Figure 1. Sequential cells grouped by signal name (run 1).
Bar = 10 um. Other sequential cells in the stronger gray, the rest of the logic in the fainter gray.
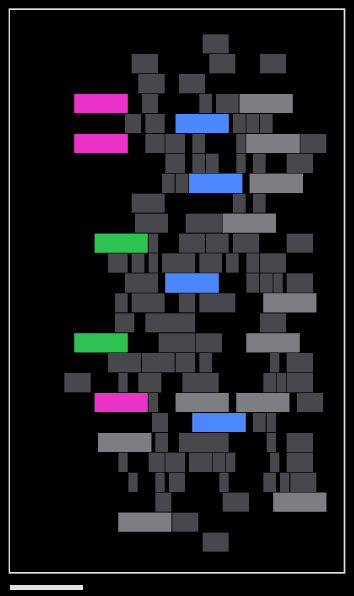
Figure 2. Wiring by layer (run 1).
Bar = 10 um. Only two layers are drawn.
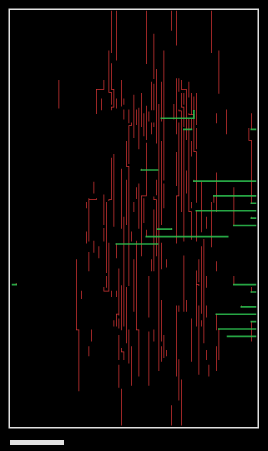
Figure 3. Routing congestion (run 1).
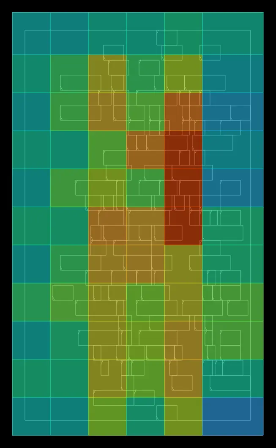
==> config.mk <==
export PLATFORM = sky130hd
export DESIGN_NAME = fault_sim_sequencer_flat
export DESIGN_NICKNAME = d
export VERILOG_FILES = /design/src/rtl/fault_sim_sequencer_if.sv /design/src/rtl/fault_sim_sequencer.sv /design/src/flat_wrapper.sv
export SDC_FILE = /design/constraint.sdc
export NUM_CORES = 1
export LEC_CHECK = 0
export ABC_AREA = 0
export ABC_CLOCK_PERIOD_IN_PS = 2100
export CAP_MARGIN = 40
export CORE_ASPECT_RATIO = 1.75
export CORE_MARGIN = 2
export CORE_UTILIZATION = 30
export CTS_CLUSTER_DIAMETER = 120
export DETAILED_ROUTE_END_ITERATION = 12
export MAX_ROUTING_LAYER = met4
export SYNTH_ARGS = -nofsm -noshare
export SYNTH_HDL_FRONTEND = slang
export SYNTH_SLANG_ARGS = --single-unit
==> constraint.sdc <==
create_clock -name clk -period 2.1 [get_ports clk]
set_input_delay 0.21 -clock clk [delete_from_list [all_inputs] [get_ports clk]]
set_output_delay 0.21 -clock clk [all_outputs]
set_load 0.05 [all_outputs]
==> src/rtl/fault_sim_sequencer_if.sv <==
// Control-side bus of the fault-sim sequencer: run request and vector in, status and results out.
// FSS_DETECT_COUNT_EN adds the det_count result field.
interface fault_sim_sequencer_if #(
    parameter int N_IN    = 4,
    parameter int N_FAULT = 3
);
    logic                           start;
    logic [N_IN-1:0]                test_vec;
    logic                           busy;
    logic                           done;
    logic [N_FAULT:0]               word;
    logic [N_FAULT-1:0]             detected;
`ifdef FSS_DETECT_COUNT_EN
    logic [$clog2(N_FAULT+1)-1:0]   det_count;
`endif

    modport master (
        output start, test_vec,
        input  busy, done, word, detected
`ifdef FSS_DETECT_COUNT_EN
        , input det_count
`endif
    );

    modport slave (
        input  start, test_vec,
        output busy, done, word, detected
`ifdef FSS_DETECT_COUNT_EN
        , output det_count
`endif
    );
endinterface

==> src/rtl/fault_sim_sequencer.sv <==
// Applies one latched vector to a CUT fault-free and then with each fault line inverted in turn.
// Optional macro FSS_DETECT_COUNT_EN adds det_count (popcount of detected).
module fault_sim_sequencer #(
    parameter int                 N_IN       = 4,
    parameter int                 N_FAULT    = 3,
    parameter logic [N_FAULT-1:0] FAULT_SAFE = 3'b110,
    parameter int                 SETTLE     = 1
) (
    input  logic                   clk,
    input  logic                   rst,
    fault_sim_sequencer_if.slave   bus,
    output logic [N_IN-1:0]        cut_in,
    output logic [N_FAULT-1:0]     fault_ctl,
    input  logic                   cut_out
);
    localparam int IDX_W = $clog2(N_FAULT + 1);
    localparam int CNT_W = (SETTLE > 1) ? $clog2(SETTLE) : 1;
    localparam logic [CNT_W-1:0] SETTLE_LAST = CNT_W'(SETTLE - 1);
    localparam logic [IDX_W-1:0] IDX_FIRST   = IDX_W'(N_FAULT);

    typedef enum logic [1:0] {IDLE, APPLY, CAPTURE, FIN} state_t;

    state_t           state;
    // idx is the word bit of the current pass: N_FAULT for fault-free, then the fault index
    logic [IDX_W-1:0] idx;
    logic [CNT_W-1:0] cnt;

`ifdef FSS_DETECT_COUNT_EN
    function automatic logic [IDX_W-1:0] popcount(input logic [N_FAULT-1:0] v);
        logic [IDX_W-1:0] n;
        n = '0;
        for (int i = 0; i < N_FAULT; i++)
            n = n + IDX_W'(v[i]);
        return n;
    endfunction
`endif

    always_ff @(posedge clk) begin
        if (rst) begin
            state        <= IDLE;
            idx          <= '0;
            cnt          <= '0;
            cut_in       <= '0;
            fault_ctl    <= FAULT_SAFE;
            bus.busy     <= 1'b0;
            bus.done     <= 1'b0;
            bus.word     <= '0;
            bus.detected <= '0;
`ifdef FSS_DETECT_COUNT_EN
            bus.det_count <= '0;
`endif
        end else begin
            bus.done <= 1'b0;
            case (state)
                IDLE: begin
                    if (bus.start) begin
                        state        <= APPLY;
                        idx          <= IDX_FIRST;
                        cnt          <= '0;
                        cut_in       <= bus.test_vec;
                        fault_ctl    <= FAULT_SAFE;
                        bus.busy     <= 1'b1;
                        bus.word     <= '0;
                        bus.detected <= '0;
`ifdef FSS_DETECT_COUNT_EN
                        bus.det_count <= '0;
`endif
                    end
                end
                APPLY: begin
                    if (cnt == SETTLE_LAST) begin
                        cnt   <= '0;
                        state <= CAPTURE;
                    end else begin
                        cnt <= cnt + CNT_W'(1);
                    end
                end
                CAPTURE: begin
                    bus.word[idx] <= cut_out;
                    if (idx != '0) begin
                        idx       <= idx - IDX_W'(1);
                        fault_ctl <= FAULT_SAFE ^ (N_FAULT'(1) << (idx - IDX_W'(1)));
                        state     <= APPLY;
                    end else begin
                        fault_ctl <= FAULT_SAFE;
                        state     <= FIN;
                    end
                end
                FIN: begin
                    fault_ctl    <= FAULT_SAFE;
                    bus.detected <= {N_FAULT{bus.word[N_FAULT]}} ^ bus.word[N_FAULT-1:0];
`ifdef FSS_DETECT_COUNT_EN
                    bus.det_count <= popcount({N_FAULT{bus.word[N_FAULT]}} ^ bus.word[N_FAULT-1:0]);
`endif
                    bus.done     <= 1'b1;
                    bus.busy     <= 1'b0;
                    state        <= IDLE;
                end
                default: state <= IDLE;
            endcase
        end
    end
endmodule
==> src/flat_wrapper.sv <==
// flat-port wrapper written by rule: the top's interface ports become plain ports
module fault_sim_sequencer_flat 
#(
    parameter int                 N_IN       = 4,
    parameter int                 N_FAULT    = 3,
    parameter logic [N_FAULT-1:0] FAULT_SAFE = 3'b110,
    parameter int                 SETTLE     = 1
)
  (clk, rst, cut_in, fault_ctl, cut_out, bus_start, bus_test_vec, bus_busy, bus_done, bus_word, bus_detected);
  fault_sim_sequencer_if #(.N_IN(N_IN), .N_FAULT(N_FAULT)) bus_i ();
  input  logic clk;
  input  logic rst;
  output logic [N_IN-1:0] cut_in;
  output logic [N_FAULT-1:0] fault_ctl;
  input  logic cut_out;
  input wire logic [$bits(bus_i.start)-1:0] bus_start;
  input wire logic [$bits(bus_i.test_vec)-1:0] bus_test_vec;
  output wire logic [$bits(bus_i.busy)-1:0] bus_busy;
  output wire logic [$bits(bus_i.done)-1:0] bus_done;
  output wire logic [$bits(bus_i.word)-1:0] bus_word;
  output wire logic [$bits(bus_i.detected)-1:0] bus_detected;
  assign bus_i.start = bus_start;
  assign bus_i.test_vec = bus_test_vec;
  assign bus_busy = bus_i.busy;
  assign bus_done = bus_i.done;
  assign bus_word = bus_i.word;
  assign bus_detected = bus_i.detected;
  fault_sim_sequencer #(.N_IN(N_IN), .N_FAULT(N_FAULT), .FAULT_SAFE(FAULT_SAFE), .SETTLE(SETTLE)) u_core (.clk(clk), .rst(rst), .bus(bus_i), .cut_in(cut_in), .fault_ctl(fault_ctl), .cut_out(cut_out));
endmodule
==> impl_results.html, run 1 <==
<h3>Run summary</h3>
<table>
<tr><th>Metric</th><th>Value</th></tr>
<tr><th colspan="2">Synth</th></tr>
<tr><td>Number of cells in the yosys synthesis report</td><td>just under 100</td></tr>
<tr><td>Yosys cell types</td><td>24</td></tr>
<tr><td>Synthesized cell area</td><td>~910 um2</td></tr>
<tr><td>Post-synthesis instance total</td><td>98</td></tr>
<tr><td>Sequential-to-total area share from yosys stat</td><td>0.442</td></tr>
<tr><td>Count of yosys warnings during synthesis</td><td>0</td></tr>
<tr><td>Post-synthesis sequential element count</td><td>20</td></tr>
<tr><td>Cell taking the most area after synthesis</td><td>dfxtp_1</td></tr>
<tr><td>Mean Syn Cell Area</td><td>slightly above 9 um2</td></tr>
<tr><td>Area share of the leading cell type in the synthesized netlist</td><td>0.442</td></tr>
<tr><td>Mapped Nets</td><td>between 100 and 150</td></tr>
<tr><td>Summed standard-cell area reported by yosys</td><td>about 910 um2</td></tr>
<tr><th colspan="2">Power</th></tr>
<tr><td>Leakage power of the design</td><td>~0.46 nW</td></tr>
<tr><td>Total power draw</td><td>0.000874 W</td></tr>
<tr><td>Peak supply drop</td><td>~350 uV</td></tr>
<tr><th colspan="2">Clocking</th></tr>
<tr><td>Clock tree from TritonCTS</td><td>built</td></tr>
<tr><td>Number of buffers inserted by hold repair at cts</td><td>0</td></tr>
<tr><td>TritonCTS Buffers</td><td>3</td></tr>
<tr><td>Maximum number of buffers from clock root to sink</td><td>2</td></tr>
<tr><td>Clock-pin slew reported for the worst setup and hold paths after clock tree synthesis</td><td>approximately 0.07 ns</td></tr>
<tr><td>Clk latency late pin</td><td>0.26 ns</td></tr>
<tr><td>Number of H-tree levels</td><td>1</td></tr>
<tr><td>Sink Count</td><td>20</td></tr>
<tr><td>CTS Root Cell</td><td>clkbuf_8</td></tr>
<tr><td>Setup repair bufs after CTS</td><td>0</td></tr>
<tr><th colspan="2">Worst setup path</th></tr>
<tr><td>Worst-case register-to-register setup slack</td><td>approximately 0.66 ns</td></tr>
<tr><td>Critical Path Source Type</td><td>register</td></tr>
<tr><td>Kind of end point of the critical path</td><td>primary output</td></tr>
<tr><td>Kind of cell with the highest combined delay on the critical path</td><td>buffers and inverters</td></tr>
<tr><td>Critical path cell sequence</td><td>clkdlybuf4s50_1</td></tr>
<tr><td>Worst Reg2Reg Path Length in Cells</td><td>3</td></tr>
<tr><td>Critical path buffer and inverter count</td><td>1</td></tr>
<tr><td>Crit path DAT</td><td>1.54 ns</td></tr>
<tr><td>Instance count on the critical path</td><td>1</td></tr>
<tr><td>Crit Path Class</td><td>reg -&gt; out</td></tr>
<tr><td>Max stage delay cell, worst path</td><td>clkdlybuf4s50_1</td></tr>
<tr><td>Delay of the slowest cell on the worst path</td><td>~0.84 ns</td></tr>
<tr><td>Crit path required time</td><td>roughly 1.9 ns</td></tr>
<tr><th colspan="2">Timing</th></tr>
<tr><td>Setup TNS after final layout</td><td>0 ns</td></tr>
<tr><td>WHS</td><td>approximately 0.46 ns</td></tr>
<tr><td>Number of setup violations in the final report</td><td>0</td></tr>
<tr><td>Period utilisation layout</td><td>0.834</td></tr>
<tr><td>Shortest period the worst path allows</td><td>approximately 1.8 ns</td></tr>
<tr><td>Pins over their slew limit</td><td>0</td></tr>
<tr><td>Final Hold Fails</td><td>0</td></tr>
<tr><td>Setup repair after global routing missed its margin</td><td>false</td></tr>
<tr><td>Worst slew margin</td><td>0.510</td></tr>
<tr><th colspan="2">Place</th></tr>
<tr><td>Detailed-placement wirelength estimate</td><td>about 1400 um</td></tr>
<tr><td>Placer congestion estimate</td><td>between 0.7 and 0.8</td></tr>
<tr><td>Post-detailed-placement cell area</td><td>about 0.0011 mm2</td></tr>
<tr><td>Total of buffers placed on input and output ports</td><td>23</td></tr>
<tr><td>Cell count after placement</td><td>approximately 140</td></tr>
<tr><th colspan="2">Die</th></tr>
<tr><td>Fraction of the core area occupied by cells at floorplan</td><td>0.313</td></tr>
<tr><td>Ports placed on the boundary</td><td>24</td></tr>
<tr><td>Core Rows</td><td>26</td></tr>
<tr><td>Overall chip area</td><td>approximately 0.0035 mm2</td></tr>
<tr><td>Area of the placeable core</td><td>0.00290 mm2</td></tr>
<tr><td>Horizontal die dimension</td><td>between 40 and 50 um</td></tr>
<tr><th colspan="2">Route</th></tr>
<tr><td>Vias per cell</td><td>5.09</td></tr>
<tr><td>Pre-antenna DRT Iters</td><td>4</td></tr>
<tr><td>Antenna viol nets, final</td><td>0</td></tr>
<tr><td>Detailed-route wire length</td><td>between 1500 and 2000 um</td></tr>
<tr><td>Iteration-0 DRC Markers</td><td>10</td></tr>
<tr><td>Number of vias after detailed routing</td><td>roughly 750</td></tr>
<tr><th colspan="2">Hold path</th></tr>
<tr><td>Classification of the worst-slack hold path</td><td>reg -&gt; reg</td></tr>
<tr><td>Worst Hold Depth</td><td>2</td></tr>
<tr><th colspan="2">Final layout</th></tr>
<tr><td>Non-Filler Cell Area, Final</td><td>0.00120 mm2</td></tr>
<tr><td>Share of cells above drive strength 1</td><td>0.0750</td></tr>
<tr><td>Number of diodes</td><td>0</td></tr>
<tr><td>Area overhead of the layout relative to synthesis</td><td>32.6%</td></tr>
<tr><td>Final Instance Count excl. Fillers</td><td>approximately 150</td></tr>
<tr><th colspan="2">Flow run</th></tr>
<tr><td>Max capacitance violation total</td><td>0</td></tr>
<tr><th colspan="2">GRT</th></tr>
<tr><td>Wire length of the first global-routing pass</td><td>3260 um</td></tr>
<tr><td>Number of antenna violations at the first check in global routing</td><td>0</td></tr>
<tr><td>Number of global-route vias before repair</td><td>744</td></tr>
<tr><td>Overall overflow remaining after global route</td><td>0</td></tr>
<tr><th colspan="2">Run status</th></tr>
<tr><td>Status</td><td>finished clean</td></tr>
</table>
Back to the opening pictures, Figure 1:
legend:
  magenta:
    signal: u_core.fault_ctl
    placed_flops: 3
  blue:
    signal: u_core.bus.word
    placed_flops: 4
  green:
    signal: u_core.idx
    placed_flops: 2

Back to the opening pictures, Figure 2:
legend:
  green:
    layer: metal 3
    wire_length: 101 um
  red:
    layer: metal 2
    wire_length: 1040 um

Back to the opening pictures, Figure 3:
final routed wire length divided by cell count: 13.0 um
met3 Use GR: 0.0329
Global Route Usage Sum: 0.127
fraction of met1 tracks used by global routing: 0.122
met2 routing resource usage after global routing: 0.228

[run 1: final cells by class]
| cell class | count | area [um2] |
|---|---|---|
| flip-flops and latches | 20 | 400 |
| well taps | 28 | 35.0 |
| repair buffers | 24 | 238 |
| multi-input cells | 69 | 462 |
| clock buffers | 4 | 55.1 |
| inverters | 3 | 11.3 |
| fillers | 297 | 1690 |
[run 1: worst register-to-register path, delay by kind of cell (launching register included)]
kind / cells / cell delay, ns
and+or+nand+nor: 2 / 0.67
DFF: 1 / 0.48
AOI/OAI and AO/OA: 1 / 0.22
[run 1: worst paths after layout]
check                                         end                            start
hold reg to reg     u_core.cut_in[0]$_SDFFE_PP0P_    u_core.cut_in[0]$_SDFFE_PP0P_
setup / recovery                      bus_word[3]  u_core.bus.word[3]$_SDFFE_PP0P_
setup reg to reg  u_core.bus.word[0]$_SDFFE_PP0P_     u_core.state[0]$_SDFFE_PP0P_
hold / removal      u_core.cut_in[0]$_SDFFE_PP0P_    u_core.cut_in[0]$_SDFFE_PP0P_
[run 1: cells in the mapped netlist]
library cell  number
ha_1               6
nor2b_1            3
a211oi_1           2
mux2i_1            1
a211oi_2           1
a21bo_2            1
o31ai_1            2
or3b_1             1
clkbuf_1           2
buf_4              2
nor3_1             3
a21oi_1           11
nand3b_1           3
inv_1              3
nor3b_4            2
xor2_1             3
nand2b_1           3
nor2_1             6
nand4_1            1
nand3_1           10
a32oi_1            1
nand2_1            9
buf_2              2
dfxtp_1           20
[run 1: power by group]
group	internal [W]	leakage (nW)	switching (W)	total [W]
logic	0.0000639	0.267	0.000100	0.000164
clock network	0.000167	0.0288	0.000126	0.000293
registers	0.000397	0.163	0.0000201	0.000417
[run 1: flip-flops by register name (all words and copies together) (netlist names)]
signal               cells
u_core.cut_in            4
u_core.fault_ctl         3
u_core.bus.detected      3
u_core.bus.word          4
u_core.state             2
u_core.idx               2
u_core.bus.busy          1
u_core.bus.done          1
[run 1: per-stage QoR]
stage	utilization	worst slack [ns]
floorplan	-	0.830
global placement	0.396	0.512
detailed placement	0.396	0.469
CTS	0.415	0.333
global route	0.415	0.264
finish	0.415	0.349
[run 1: kinds of logic (layout without fill, tap and decap cells)]
logic type	Yosys count	count (layout)	share of synthesized area
compound gates	18	18	0.128
buf+inv	9	31	0.0483
xor+xnor	3	3	0.0290
fa+ha+maj	6	6	0.0829
simple gates	41	41	0.258
mux	1	1	0.0111
flops	20	20	0.442
[run 1: metal layers]
| metal | track usage | vias up | wire [um] | share of wire |
|---|---|---|---|---|
| li1 | - | 381 | - | - |
| met1 | 0.122 | 345 | 754 | 0.39 |
| met2 | 0.228 | 23 | 1040 | 0.54 |
| met3 | 0.0329 | 5 | 100 | 0.052 |
| met4 | 0.0441 | 0 | 31 | 0.016 |
| met5 | - | - | 0 | 0 |
[run 1: layout by cell type, fill, tap and decap left out, drive strengths merged]
cell / instances
a211oi: 3
a21bo: 1
a21oi: 11
a32oi: 1
buf: 1
clkbuf: 4
clkdlybuf4s50: 23
dfxtp: 20
ha: 6
inv: 3
mux2i: 1
nand2: 9
nand2b: 3
nand3: 10
nand3b: 3
nand4: 1
nor2: 6
nor2b: 3
nor3: 3
nor3b: 2
o31ai: 2
or3b: 1
xor2: 3
==> inputs of run 2 (changes only) <==
--- a/config.mk
+++ b/config.mk
@@ -6,7 +6,7 @@
 export NUM_CORES = 1
 export LEC_CHECK = 0
 export ABC_AREA = 0
-export ABC_CLOCK_PERIOD_IN_PS = 2100
+export ABC_CLOCK_PERIOD_IN_PS = 1760
 export CAP_MARGIN = 40
 export CORE_ASPECT_RATIO = 1.75
 export CORE_MARGIN = 2
==> constraint.sdc (replaced) <==
create_clock -name clk -period 1.76 [get_ports clk]
set_input_delay 0.176 -clock clk [delete_from_list [all_inputs] [get_ports clk]]
set_output_delay 0.176 -clock clk [all_outputs]
set_load 0.05 [all_outputs]
Figure 4. Routing congestion (run 2).
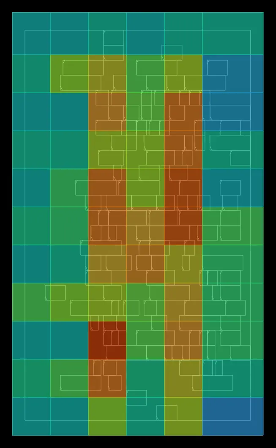
final routed wire length divided by cell count: 12.8 um
met2 routing resource usage after global routing: 0.227
Global Route Usage Sum: 0.125

==> impl_results.html, run 2 <==
<h3>Run summary</h3>
<table>
<tr><th>Metric</th><th>Value</th></tr>
<tr><th colspan="2">Synth</th></tr>
<tr><td>Synthesized cell area</td><td>906 um2</td></tr>
<tr><td>Number of enable-type register cells in the synthesized netlist</td><td>0</td></tr>
<tr><td>Number of cells in the yosys synthesis report</td><td>roughly 98</td></tr>
<tr><td>Post-synthesis instance total</td><td>98</td></tr>
<tr><td>Mean Syn Cell Area</td><td>just over 9 um2</td></tr>
<tr><td>Count of yosys warnings during synthesis</td><td>0</td></tr>
<tr><td>Cell taking the most area after synthesis</td><td>dfxtp_1</td></tr>
<tr><td>Asr flop ratio synth</td><td>0</td></tr>
<tr><td>Most instantiated flip-flop cell in the synthesis netlist</td><td>dfxtp_1</td></tr>
<tr><td>Summed standard-cell area reported by yosys</td><td>about 910 um2</td></tr>
<tr><td>Mapped Nets</td><td>around 110</td></tr>
<tr><td>Area share of the leading cell type in the synthesized netlist</td><td>0.442</td></tr>
<tr><td>Post-synthesis sequential element count</td><td>20</td></tr>
<tr><td>Most frequent cells after synthesis</td><td>dfxtp_1 (20), a21oi_1 (11), nand3_1 (10), nand2_1 (9)</td></tr>
<tr><td>Leading cell type by number of instances after synthesis</td><td>dfxtp_1</td></tr>
<tr><th colspan="2">Run status</th></tr>
<tr><td>Status</td><td>finished clean</td></tr>
<tr><th colspan="2">Worst setup path</th></tr>
<tr><td>Max stage delay cell, worst path</td><td>clkdlybuf4s50_1</td></tr>
<tr><td>Critical Path Source Type</td><td>register</td></tr>
<tr><td>Kind of cell with the highest combined delay on the critical path</td><td>buffers and inverters</td></tr>
<tr><td>Kind of end point of the critical path</td><td>primary output</td></tr>
<tr><td>Crit Path Class</td><td>reg -&gt; out</td></tr>
<tr><td>Delay of the slowest cell on the worst path</td><td>between 0.8 and 0.9 ns</td></tr>
<tr><th colspan="2">Final layout</th></tr>
<tr><td>Area overhead of the layout relative to synthesis</td><td>33.3%</td></tr>
<tr><td>Share of cells above drive strength 1</td><td>0.0984</td></tr>
<tr><td>Number of inserted filler cells in the final layout</td><td>between 200 and 300</td></tr>
<tr><td>Most common logic cells in the final layout</td><td>clkdlybuf4s50_1 (22), dfxtp_1 (20), a21oi_1 (11), nand3_1 (10), nand2_1 (9)</td></tr>
<tr><td>Combinational Area</td><td>~460 um2</td></tr>
<tr><td>Most common library cell in the layout ignoring fill and taps</td><td>clkdlybuf4s50_1</td></tr>
<tr><th colspan="2">Clocking</th></tr>
<tr><td>Clock-pin slew reported for the worst setup and hold paths after clock tree synthesis</td><td>~0.070 ns</td></tr>
<tr><td>Number of H-tree levels</td><td>1</td></tr>
<tr><td>TritonCTS Buffers</td><td>3</td></tr>
<tr><td>Number of buffers inserted by hold repair at cts</td><td>0</td></tr>
<tr><td>Clock tree from TritonCTS</td><td>built</td></tr>
<tr><th colspan="2">Place</th></tr>
<tr><td>Post-detailed-placement cell area</td><td>between 0.001 and 0.0015 mm2</td></tr>
<tr><td>Placer congestion estimate</td><td>around 0.76</td></tr>
<tr><td>Detailed-placement wirelength estimate</td><td>about 1500 um</td></tr>
<tr><td>Total of buffers placed on input and output ports</td><td>23</td></tr>
<tr><th colspan="2">GRT</th></tr>
<tr><td>Overall overflow remaining after global route</td><td>0</td></tr>
<tr><td>Number of global-route vias before repair</td><td>761</td></tr>
<tr><td>Wire length of the first global-routing pass</td><td>around 3200 um</td></tr>
<tr><th colspan="2">Timing</th></tr>
<tr><td>Setup TNS after final layout</td><td>0 ns</td></tr>
<tr><td>Shortest period the worst path allows</td><td>~1.6 ns</td></tr>
<tr><td>Final Hold Fails</td><td>0</td></tr>
<tr><td>Pins over their slew limit</td><td>0</td></tr>
<tr><td>Period utilisation layout</td><td>0.921</td></tr>
<tr><td>Setup repair after global routing missed its margin</td><td>false</td></tr>
<tr><td>Number of setup violations in the final report</td><td>0</td></tr>
<tr><th colspan="2">Power</th></tr>
<tr><td>Share of total power consumed by net switching</td><td>0.288</td></tr>
<tr><td>Sequential power share</td><td>0.502</td></tr>
<tr><td>Leakage power of the design</td><td>between 0.4 and 0.5 nW</td></tr>
<tr><td>Cell Int Power</td><td>around 0.00071 W</td></tr>
<tr><th colspan="2">Route</th></tr>
<tr><td>Detailed-route wire length</td><td>roughly 1900 um</td></tr>
<tr><td>Iteration-0 DRC Markers</td><td>9</td></tr>
<tr><td>Met2 layer wire length in the routed design</td><td>approximately 1100 um</td></tr>
<tr><td>Number of vias after detailed routing</td><td>761</td></tr>
<tr><td>Vias per cell</td><td>approximately 5.1</td></tr>
<tr><th colspan="2">Die</th></tr>
<tr><td>Fraction of the core area occupied by cells at floorplan</td><td>0.313</td></tr>
<tr><td>Area of the placeable core</td><td>around 0.0029 mm2</td></tr>
<tr><td>Core Rows</td><td>26</td></tr>
<tr><td>Overall chip area</td><td>around 0.0035 mm2</td></tr>
<tr><th colspan="2">Flow run</th></tr>
<tr><td>Max capacitance violation total</td><td>0</td></tr>
</table>
Figure 5. Sequential cells grouped by signal name (run 2).
Bar = 10 um. Other sequential cells in the stronger gray, the rest of the logic in the fainter gray.
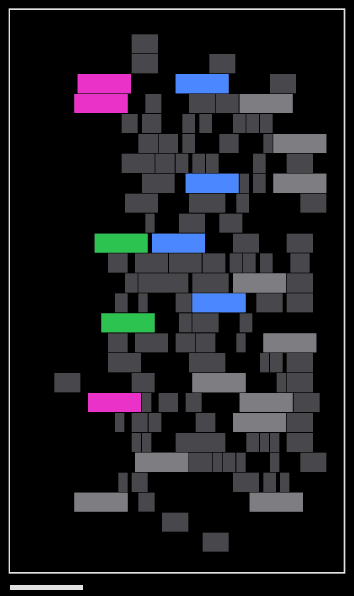
legend:
  green:
    signal: u_core.idx
    placed_flops: 2
  magenta:
    signal: u_core.fault_ctl
    placed_flops: 3
  blue:
    signal: u_core.bus.word
    placed_flops: 4
not colored: 11

## run 2: cell counts after synthesis
No cell type changed its count.
## run 2: logic make-up (layout without fill, tap and decap cells)
kind of cell               count (synthesis)  count (layout)  synth area share
adders and majority gates                  6               6            0.0829
buffers and inverters                      9              33            0.0483
DFF                                       20              20             0.442
and+or+nand+nor                           41              41             0.258
AOI/OAI and AO/OA                         18              18             0.128
muxes                                      1               1            0.0111
xor gates and xnor gates                   3               3            0.0290
## run 2: area by class of cell
type / count / share of cell area
Clock buffer: 3 / 0.0342
Inverter: 3 / 0.00933
Multi-Input combinational cell: 69 / 0.382
Sequential cell: 20 / 0.332
Tap cell: 28 / 0.0290
Timing Repair Buffer: 27 / 0.213
## run 2: power by group through the flow
stage	sequential (W)	combinational (W)	clock, W
2_1_floorplan	0.000542	0.000103	0
3_3_place_gp	0.000510	0.000200	0
3_5_place_dp	0.000511	0.000205	0
4_1_cts	0.000501	0.000206	0.000306
5_1_grt	0.000502	0.000222	0.000319
6_report	0.000500	0.000203	0.000293
## run 2: metrics by stage
step | total power (W) | hold slack (ns) | instances | utilization | worst slack (ns)
final | 0.000996 | 0.455 | 150 | 0.417 | 0.138
after global routing | 0.00104 | 0.481 | 150 | 0.417 | 0.0865
after CTS | 0.00101 | 0.460 | 150 | 0.417 | 0.128
after detailed placement | 0.000716 | 0.450 | 147 | 0.403 | 0.207
after global placement | 0.000710 | 0.443 | 147 | 0.403 | 0.247
after floorplan | 0.000644 | 0.312 | 98 | - | 0.490
## run 2: path summary, 6_finish.rpt
path / slack [ns] / endpoint / from / depth (start not counted)
setup reg to reg: 0.35 / u_core.idx[1]$_SDFFE_PP0P_ / u_core.idx[0]$_SDFFE_PP0P_ / 5
hold reg to reg: 0.46 / u_core.cut_in[1]$_SDFFE_PP0P_ / u_core.cut_in[1]$_SDFFE_PP0P_ / 2
setup / recovery: 0.14 / bus_word[1] / u_core.bus.word[1]$_SDFFE_PP0P_ / 1
hold / removal: 0.46 / u_core.cut_in[1]$_SDFFE_PP0P_ / u_core.cut_in[1]$_SDFFE_PP0P_ / 2
## run 2: per-layer routing
metal / track usage / up-vias
met5: - / -
met4: 0.0529 / 0
met3: 0.0235 / 2
met2: 0.227 / 15
met1: 0.118 / 358
li1: - / 386
No activity file was given, so power comes from the tool's default toggle rates.
